--- config.mk ---
export PLATFORM = sky130hd
export DESIGN_NAME = button_conditioner
export DESIGN_NICKNAME = d
export VERILOG_FILES = /design/src/rtl/btn_cond_pkg.sv /design/src/rtl/btn_debounce_fsm.sv /design/src/rtl/button_conditioner.sv
export SDC_FILE = /design/constraint.sdc
export NUM_CORES = 1
export LEC_CHECK = 0
export CORE_UTILIZATION = 50
export CTS_BUF_LIST = sky130_fd_sc_hd__clkbuf_8
export CTS_CLUSTER_SIZE = 24
export DETAILED_ROUTE_END_ITERATION = 8
export PLACE_DENSITY = 0.78
export SYNTH_ARGS = -nofsm -noshare
export SYNTH_HDL_FRONTEND = slang
export SYNTH_SLANG_ARGS = --single-unit
--- constraint.sdc ---
create_clock -name board_clk -period 4.6 [get_ports board_clk]
set_input_delay 0.92 -clock board_clk [delete_from_list [all_inputs] [get_ports board_clk]]
set_output_delay 0.92 -clock board_clk [all_outputs]
set_load 0.02 [all_outputs]
--- src/rtl/btn_cond_pkg.sv ---
// Shared definitions for the button conditioner: FSM state encodings,
// button index constants and counter widths.
package btn_cond_pkg;

  typedef enum logic [1:0] {
    ST_IDLE        = 2'd0,
    ST_ARM_PRESS   = 2'd1,
    ST_PRESSED     = 2'd2,
    ST_ARM_RELEASE = 2'd3
  } btn_state_e;

  localparam int unsigned BTN_U = 0;
  localparam int unsigned BTN_D = 1;
  localparam int unsigned BTN_L = 2;
  localparam int unsigned BTN_R = 3;
  localparam int unsigned BTN_C = 4;

  localparam int unsigned CNT_W = 4;
  localparam int unsigned RPT_W = 8;

endpackage

--- src/rtl/btn_debounce_fsm.sv ---
// One button: 2-FF synchroniser, tick-driven debounce FSM and registered
// level / press / release outputs. Optional auto-repeat under BTN_AUTOREPEAT_EN.
module btn_debounce_fsm
  import btn_cond_pkg::*;
#(
  parameter int unsigned STABLE_CNT  = 4
`ifdef BTN_AUTOREPEAT_EN
  ,
  parameter int unsigned REPEAT_DLY  = 64,
  parameter int unsigned REPEAT_RATE = 16
`endif
) (
  input  logic board_clk,
  input  logic reset,
  input  logic tick,
  input  logic raw,
  output logic level,
  output logic press_pulse,
  output logic release_pulse
);

  localparam logic [CNT_W-1:0] STABLE_V = CNT_W'(STABLE_CNT);

  logic             sync_q1;
  logic             synced;
  btn_state_e       state;
  btn_state_e       state_d;
  logic [CNT_W-1:0] cnt;
  logic [CNT_W-1:0] cnt_d;
  logic [CNT_W-1:0] cnt_inc;
  logic             level_d;
  logic             press_d;
  logic             release_d;

`ifdef BTN_AUTOREPEAT_EN
  localparam logic [RPT_W-1:0] REPEAT_DLY_V  = RPT_W'(REPEAT_DLY);
  localparam logic [RPT_W-1:0] REPEAT_RATE_V = RPT_W'(REPEAT_RATE);

  logic [RPT_W-1:0] rpt;
  logic [RPT_W-1:0] rpt_d;
  logic [RPT_W-1:0] rpt_inc;
`endif

  // Two-flop synchroniser for the asynchronous pin
  always_ff @(posedge board_clk or posedge reset) begin
    if (reset) begin
      sync_q1 <= 1'b0;
      synced  <= 1'b0;
    end else begin
      sync_q1 <= raw;
      synced  <= sync_q1;
    end
  end

  // State, counters and registered outputs
  always_ff @(posedge board_clk or posedge reset) begin
    if (reset) begin
      state         <= ST_IDLE;
      cnt           <= '0;
      level         <= 1'b0;
      press_pulse   <= 1'b0;
      release_pulse <= 1'b0;
`ifdef BTN_AUTOREPEAT_EN
      rpt           <= '0;
`endif
    end else begin
      state         <= state_d;
      cnt           <= cnt_d;
      level         <= level_d;
      press_pulse   <= press_d;
      release_pulse <= release_d;
`ifdef BTN_AUTOREPEAT_EN
      rpt           <= rpt_d;
`endif
    end
  end

  // Next-state, stable counter and pulse generation; advances on ticks only
  always_comb begin
    state_d   = state;
    cnt_d     = cnt;
    press_d   = 1'b0;
    release_d = 1'b0;
    cnt_inc   = cnt + CNT_W'(1);

    if (tick) begin
      unique case (state)
        ST_IDLE: begin
          if (synced) begin
            if (STABLE_CNT == 1) begin
              state_d = ST_PRESSED;
              cnt_d   = '0;
              press_d = 1'b1;
            end else begin
              state_d = ST_ARM_PRESS;
              cnt_d   = CNT_W'(1);
            end
          end
        end
        ST_ARM_PRESS: begin
          if (!synced) begin
            state_d = ST_IDLE;
            cnt_d   = '0;
          end else if (cnt_inc == STABLE_V) begin
            state_d = ST_PRESSED;
            cnt_d   = '0;
            press_d = 1'b1;
          end else begin
            cnt_d = cnt_inc;
          end
        end
        ST_PRESSED: begin
          if (!synced) begin
            if (STABLE_CNT == 1) begin
              state_d   = ST_IDLE;
              cnt_d     = '0;
              release_d = 1'b1;
            end else begin
              state_d = ST_ARM_RELEASE;
              cnt_d   = CNT_W'(1);
            end
          end
        end
        ST_ARM_RELEASE: begin
          if (synced) begin
            state_d = ST_PRESSED;
            cnt_d   = '0;
          end else if (cnt_inc == STABLE_V) begin
            state_d   = ST_IDLE;
            cnt_d     = '0;
            release_d = 1'b1;
          end else begin
            cnt_d = cnt_inc;
          end
        end
      endcase
    end

`ifdef BTN_AUTOREPEAT_EN
    // Repeat counter runs only on held ticks in PRESSED; ARM_RELEASE freezes it
    rpt_d   = rpt;
    rpt_inc = rpt + RPT_W'(1);
    if (tick && (state == ST_PRESSED) && synced) begin
      if (rpt_inc == REPEAT_DLY_V) begin
        press_d = 1'b1;
        rpt_d   = REPEAT_DLY_V - REPEAT_RATE_V;
      end else begin
        rpt_d = rpt_inc;
      end
    end
    if ((state_d == ST_IDLE) || (state_d == ST_ARM_PRESS)) begin
      rpt_d = '0;
    end
`endif

    level_d = (state_d == ST_PRESSED) || (state_d == ST_ARM_RELEASE);
  end

endmodule

--- src/rtl/button_conditioner.sv ---
// Button input stage: shared sample prescaler plus one debounce FSM per button.
// Optional auto-repeat of btn_press is enabled by defining BTN_AUTOREPEAT_EN.
module button_conditioner
  import btn_cond_pkg::*;
#(
  parameter int unsigned N_BTN       = 5,
  parameter int unsigned SAMPLE_DIV  = 18,
  parameter int unsigned STABLE_CNT  = 4
`ifdef BTN_AUTOREPEAT_EN
  ,
  parameter int unsigned REPEAT_DLY  = 64,
  parameter int unsigned REPEAT_RATE = 16
`endif
) (
  input  logic             board_clk,
  input  logic             reset,
  input  logic [N_BTN-1:0] btn_raw,
  output logic [N_BTN-1:0] btn_level,
  output logic [N_BTN-1:0] btn_press,
  output logic [N_BTN-1:0] btn_release,
  output logic             sample_tick
);

  logic [SAMPLE_DIV-1:0] presc;

  // Free-running prescaler; tick is registered one cycle after all-ones
  always_ff @(posedge board_clk or posedge reset) begin
    if (reset) begin
      presc       <= '0;
      sample_tick <= 1'b0;
    end else begin
      presc       <= presc + SAMPLE_DIV'(1);
      sample_tick <= (presc == '1);
    end
  end

  for (genvar i = 0; i < N_BTN; i++) begin : g_btn
    btn_debounce_fsm #(
      .STABLE_CNT (STABLE_CNT)
`ifdef BTN_AUTOREPEAT_EN
      ,
      .REPEAT_DLY (REPEAT_DLY),
      .REPEAT_RATE(REPEAT_RATE)
`endif
    ) u_fsm (
      .board_clk    (board_clk),
      .reset        (reset),
      .tick         (sample_tick),
      .raw          (btn_raw[i]),
      .level        (btn_level[i]),
      .press_pulse  (btn_press[i]),
      .release_pulse(btn_release[i])
    );
  end

endmodule

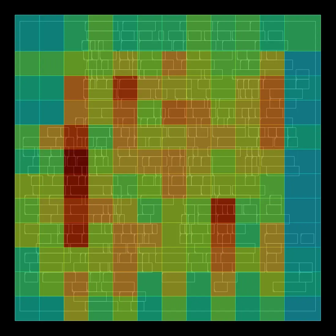
*Track usage over the die, run 1*
GRT Overall Usage: 16.84%
routed len/inst: 13.36 um
grt met1 use: 20.85%

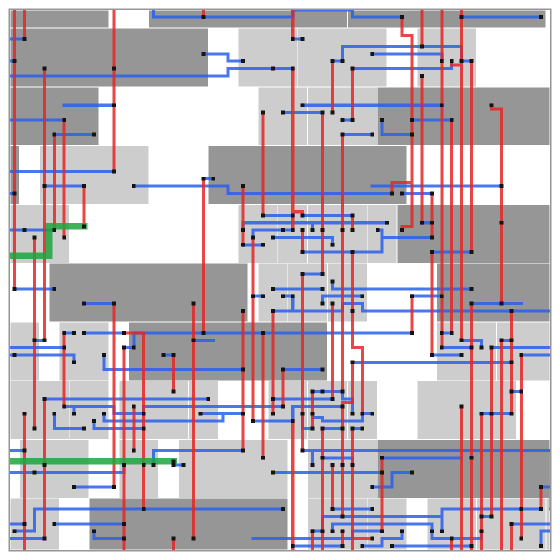
*Layout detail, run 1*
Window x 52 to 77, y 52 to 77 um. Cells in gray, sequential cells in the stronger gray; small squares are vias.
- metal 1: blue
- metal 3: green
- metal 2: red
- most frequent: dfrtp_1 (9)
- netlist names of flops here include: `presc` (3), `g_btn.u_fsm.cnt` (2)
- sequential cells in the window: 9
- cells with their middle in the window: 43

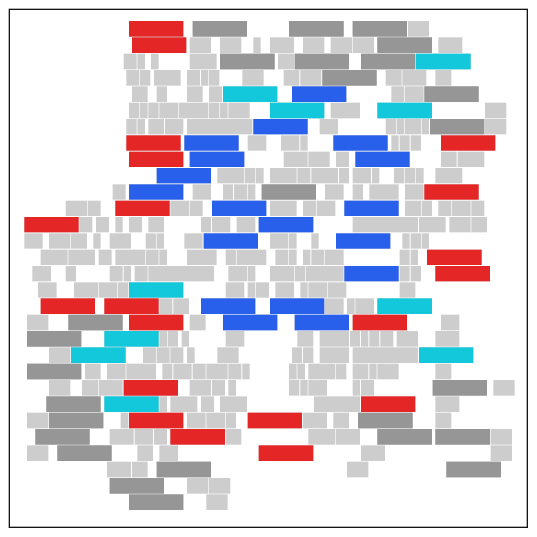
*Register map, names as in the netlist, run 1*
Scale: 6 px per um.
- `g_btn.u_fsm.cnt`: red (flops 20)
- `presc`: blue (flops 18)
- `g_btn.u_fsm.state`: cyan (flops 10)

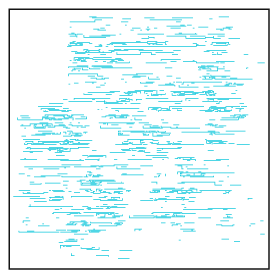
*The metal 1 layer, run 1*
Scale: 3 px per um.
- nets with wire on the layer: 315
- share of all routed wire: 46%
- longest straight run: 27.4 um
- main direction: horizontal

==> summary.txt, run 1 <==
Top cells excl fill/tap -> dfrtp_1 (74), nand2_1 (27), clkdlybuf4s50_1 (22)
Crit. End Element -> primary output
Hold buffer count at cts -> 0
Postcts setup bufs -> 0
Power, Total -> 1.337 mW
Commonest Layout Cell -> dfrtp_1
Total die size -> 7412 um2
Compound Share, Synth -> 9.943%
Worst path slowest cell -> clkdlybuf4s50_1
Root Buffer -> clkbuf_8
Vias in the first global route -> 2191
Share of layout cells above drive strength 1 -> 8.788%
DRC -> 0
Clock Sinks -> 74
Status -> completed
Pins Over Slew Limit -> 0
# Cells Yosys -> 309
Rel. slew slack -> 29.25%
Maximum clock rate -> 0.3832 GHz
Reg2reg start -> g_btn[2].u_fsm.cnt[0]
Slowest stage delay, CP -> 680 ps
Hold Crit Class -> flop to flop
Reg clk slew, reported paths -> 80 ps
Yosys chip area -> 3536 um2
Seq share, synth -> 52.37%
Inserted Diodes -> 0
Top area cell types -> dfrtp_1 (52%), ha_1 (3.9%), buf_4 (3.4%)
TritonCTS Buffers -> 9
Clock network power share -> 49.2%
Htree depth -> 3
Final worst clock skew -> 8.584 ps
Logic area -> 1513 um2
Combinational fraction of design power -> 1.6%
Floorplan net count -> 327
MaxCap Viol Count -> 0
Actual slew at the worst max-slew pin -> 1060 ps
Setup_tns -> 0 ps
Initial antenna violation count -> 0
Pre-Place Util -> 52.04%
Final nets -> 343
Final setup fails -> 0
Ys flops -> 74
Via count -> 2313
Die height -> 86.10 um
Sw Share -> 19.45%
Post-synthesis cell area -> 3536 um2
Final hold violations -> 0
GR Layer Usage met2 -> 28.86%
Cell count of the worst reg-to-reg path -> 5
run 1: how the worst max path moves through the flow:
stage | endpoint | depth (start not counted)
after floorplan | g_btn[0].u_fsm.cnt[0] | 1
after global placement | g_btn[1].u_fsm.press_pulse | 3
after detailed placement | g_btn[1].u_fsm.synced | 3
after CTS | sample_tick | 2
after global routing | sample_tick | 2
final | sample_tick | 2
run 1: flip-flops by register name, summed over array words and instances (netlist names):
| name | flops |
|---|---|
| g_btn.u_fsm.cnt | 20 |
| presc | 18 |
| g_btn.u_fsm.state | 10 |
| g_btn.u_fsm.level | 5 |
| g_btn.u_fsm.press_pulse | 5 |
| g_btn.u_fsm.release_pulse | 5 |
| g_btn.u_fsm.sync_q1 | 5 |
| g_btn.u_fsm.synced | 5 |
| sample_tick | 1 |
run 1: layer usage:
metal	vias to the layer above	share of wire, %
li1	1124	-
met2	42	49
met4	0	1.3
met5	-	0
met3	13	3.6
met1	1134	46
run 1: power groups by stage:
stage / sequential (mW) / combinational (mW) / clock (mW)
4_1_cts: 0.658 / 0.0227 / 0.666
3_5_place_dp: 0.671 / 0.0226 / 0
6_report: 0.658 / 0.0216 / 0.658
3_3_place_gp: 0.670 / 0.0220 / 0
2_1_floorplan: 0.670 / 0.0126 / 0
5_1_grt: 0.658 / 0.0251 / 0.698
run 1: worst reg2reg max path: stages (launching register included):
cell	delay [ps]
dfrtp_1	480
ha_1	280
and4bb_1	210
a31oi_1	310
or2_1	250
mux2_1	340
run 1: cell families (layout without fill, tap and decap cells):
| logic type | Yosys count | count (layout) |
|---|---|---|
| and+or+nand+nor | 108 | 108 |
| DFF | 74 | 74 |
| AOI/OAI and AO/OA | 50 | 50 |
| buffers and inverters | 29 | 50 |
| xor gates and xnor gates | 24 | 24 |
| muxes | 13 | 13 |
| adders and majority gates | 11 | 11 |
run 1: cell usage after synthesis, drive strengths merged (6+ instances only):
master  instances
and3           10
buf            19
nor3b          13
nor4            6
nand4           7
nor2            6
xnor2          11
nand3b          6
a21oi          11
o21ai          12
dfrtp          74
nand2          27
xor2           13
mux2           11
nand3          15
ha             11
inv            10
run 1: stage by stage:
step,cells,instance area [um2],setup WS (ps)
floorplan,309,3536,1798
global placement,410,3757,2145
detailed placement,410,3757,2107
CTS,426,4023,1983
global route,426,4023,1911
finish,426,4023,1990
run 1: layout make-up:
cell class                 count  area share [%]
tap                           96           2.986
sequential                    74           46.03
inverter                      10          0.9331
clock inverter                 7           3.515
clock buffer                   9           3.079
multi-input combinational    206           37.60
timing repair buffer          24           5.848
==> run 2, diff against run 1 <==
PLACE_DENSITY = 0.81   (was 0.78)
clock period = 2.1 ns   (was 4.6 ns; I/O delays follow)
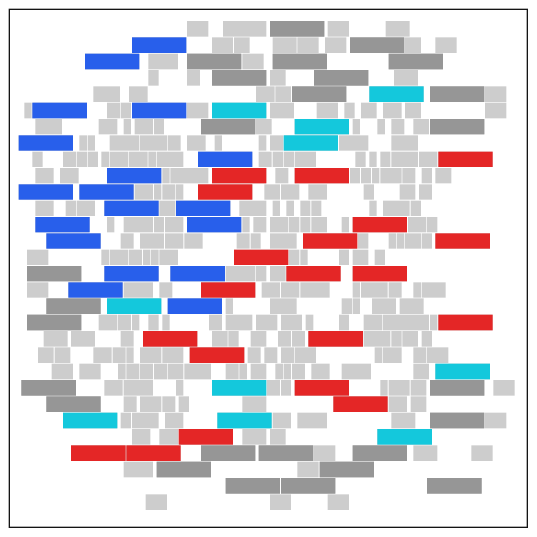
*Register map, names as in the netlist, run 2*
Scale: 6 px per um.
- `presc`: blue (flops 18)
- `g_btn.u_fsm.state`: cyan (flops 10)
- `g_btn.u_fsm.cnt`: red (flops 20)
- not colored: 26

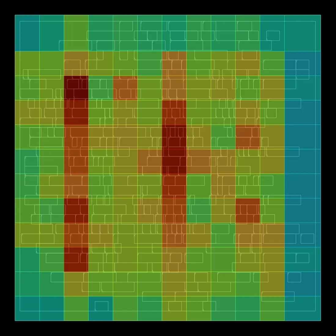
*Track usage over the die, run 2*
GRT Overall Usage: 17.01%
GR Layer Usage met2: 27.49%
GR Layer Usage met3: 4.042%

==> summary.txt, run 2 <==
Status -> completed
Initial antenna violation count -> 0
Maximum clock rate -> 0.5549 GHz
Final hold violations -> 0
Seq share, synth -> 52.37%
Reg2reg start -> g_btn[4].u_fsm.cnt[0]
Hold Crit Class -> flop to flop
Rel. slew slack -> 71.79%
Final nets -> 344
Vias in the first global route -> 2186
Via count -> 2271
Post-synthesis cell area -> 3536 um2
Final setup fails -> 0
MaxCap Viol Count -> 0
Biggest regs -> g_btn.u_fsm.cnt (20), presc (18), g_btn.u_fsm.state (10)
Reg with most FFs -> g_btn.u_fsm.cnt
Yosys chip area -> 3536 um2
Number of flip-flops in the largest register -> 20
Hold buffer count at cts -> 0
Most frequent cell after synthesis -> dfrtp_1
Cell count of the worst reg-to-reg path -> 5
# Cells Yosys -> 309
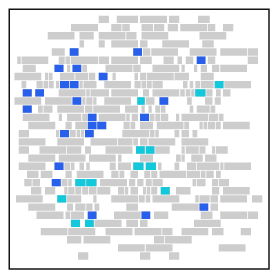
*Gate-type map, run 2*
Scale: 3 px per um.
- xor and xnor cells: blue (cells 24)
- non-inverting ao/oa cells: cyan (cells 13)

run 2: cell counts after synthesis:
Identical to the previous run, type by type.
run 2: power by group:
part	total (mW)	leakage, nW	internal [mW]	switching (mW)
Combinational	0.0504	0.693	0.0174	0.0330
Clock	0.970	0.0961	0.476	0.494
Sequential	1.44	0.997	1.43	0.00705
run 2: worst max path at each step:
stage,end,cells past startpoint
6_report,g_btn[4].u_fsm.level,5
5_1_grt,g_btn[4].u_fsm.level,5
2_1_floorplan,g_btn[2].u_fsm.level,5
3_5_place_dp,g_btn[4].u_fsm.level,5
4_1_cts,g_btn[4].u_fsm.level,5
3_3_place_gp,g_btn[4].u_fsm.level,5
run 2: through the flow:
stage          hold WS (ps)  cells  cell area (um2)  worst slack, ps
3_5_place_dp          335.6    411             3781            298.1
6_report              348.7    426             3951            297.9
4_1_cts               352.1    426             3951            288.9
2_1_floorplan         331.2    309             3540            371.4
3_3_place_gp          333.3    411             3781            361.5
5_1_grt               359.5    426             3951            174.3
run 2: kinds of logic (layout without fill, tap and decap cells):
family | after synthesis | count (layout) | share of synthesized area (%)
DFF | 74 | 74 | 52.37
muxes | 13 | 13 | 4.069
buffers and inverters | 29 | 50 | 4.848
AOI/OAI and AO/OA | 50 | 50 | 9.943
adders and majority gates | 11 | 11 | 3.892
and+or+nand+nor | 108 | 108 | 18.93
xor gates and xnor gates | 24 | 24 | 5.945
run 2: worst max-delay path: stages, from the launching register on:
cell and delay, ps:
dfrtp_1 460, ha_1 270, nand3b_1 200, o31ai_4 260, nand3_2 150, mux2_1 340
run 2: layout make-up:
type / instances / area, um2
Clock inverter: 4 / 18.77
Timing Repair Buffer: 25 / 255.2
Multi-Input combinational cell: 206 / 1513
Clock buffer: 11 / 151.4
Sequential cell: 74 / 1852
Inverter: 10 / 41.29
Tap cell: 96 / 120.1
Fill cell: 540 / 2843
run 2: metal layers:
| layer | part of all wire, % | track usage (%) | wire [um] | up-vias |
|---|---|---|---|---|
| met2 | 49 | 27.49 | 2724 | 25 |
| met3 | 3.0 | 4.042 | 167 | 9 |
| met4 | 1.6 | 11.06 | 89 | 0 |
| met1 | 46 | 20.38 | 2571 | 1111 |
| li1 | - | - | - | 1126 |
| met5 | 0 | 0 | 0 | - |
Power is estimated from default activity; no workload was simulated.
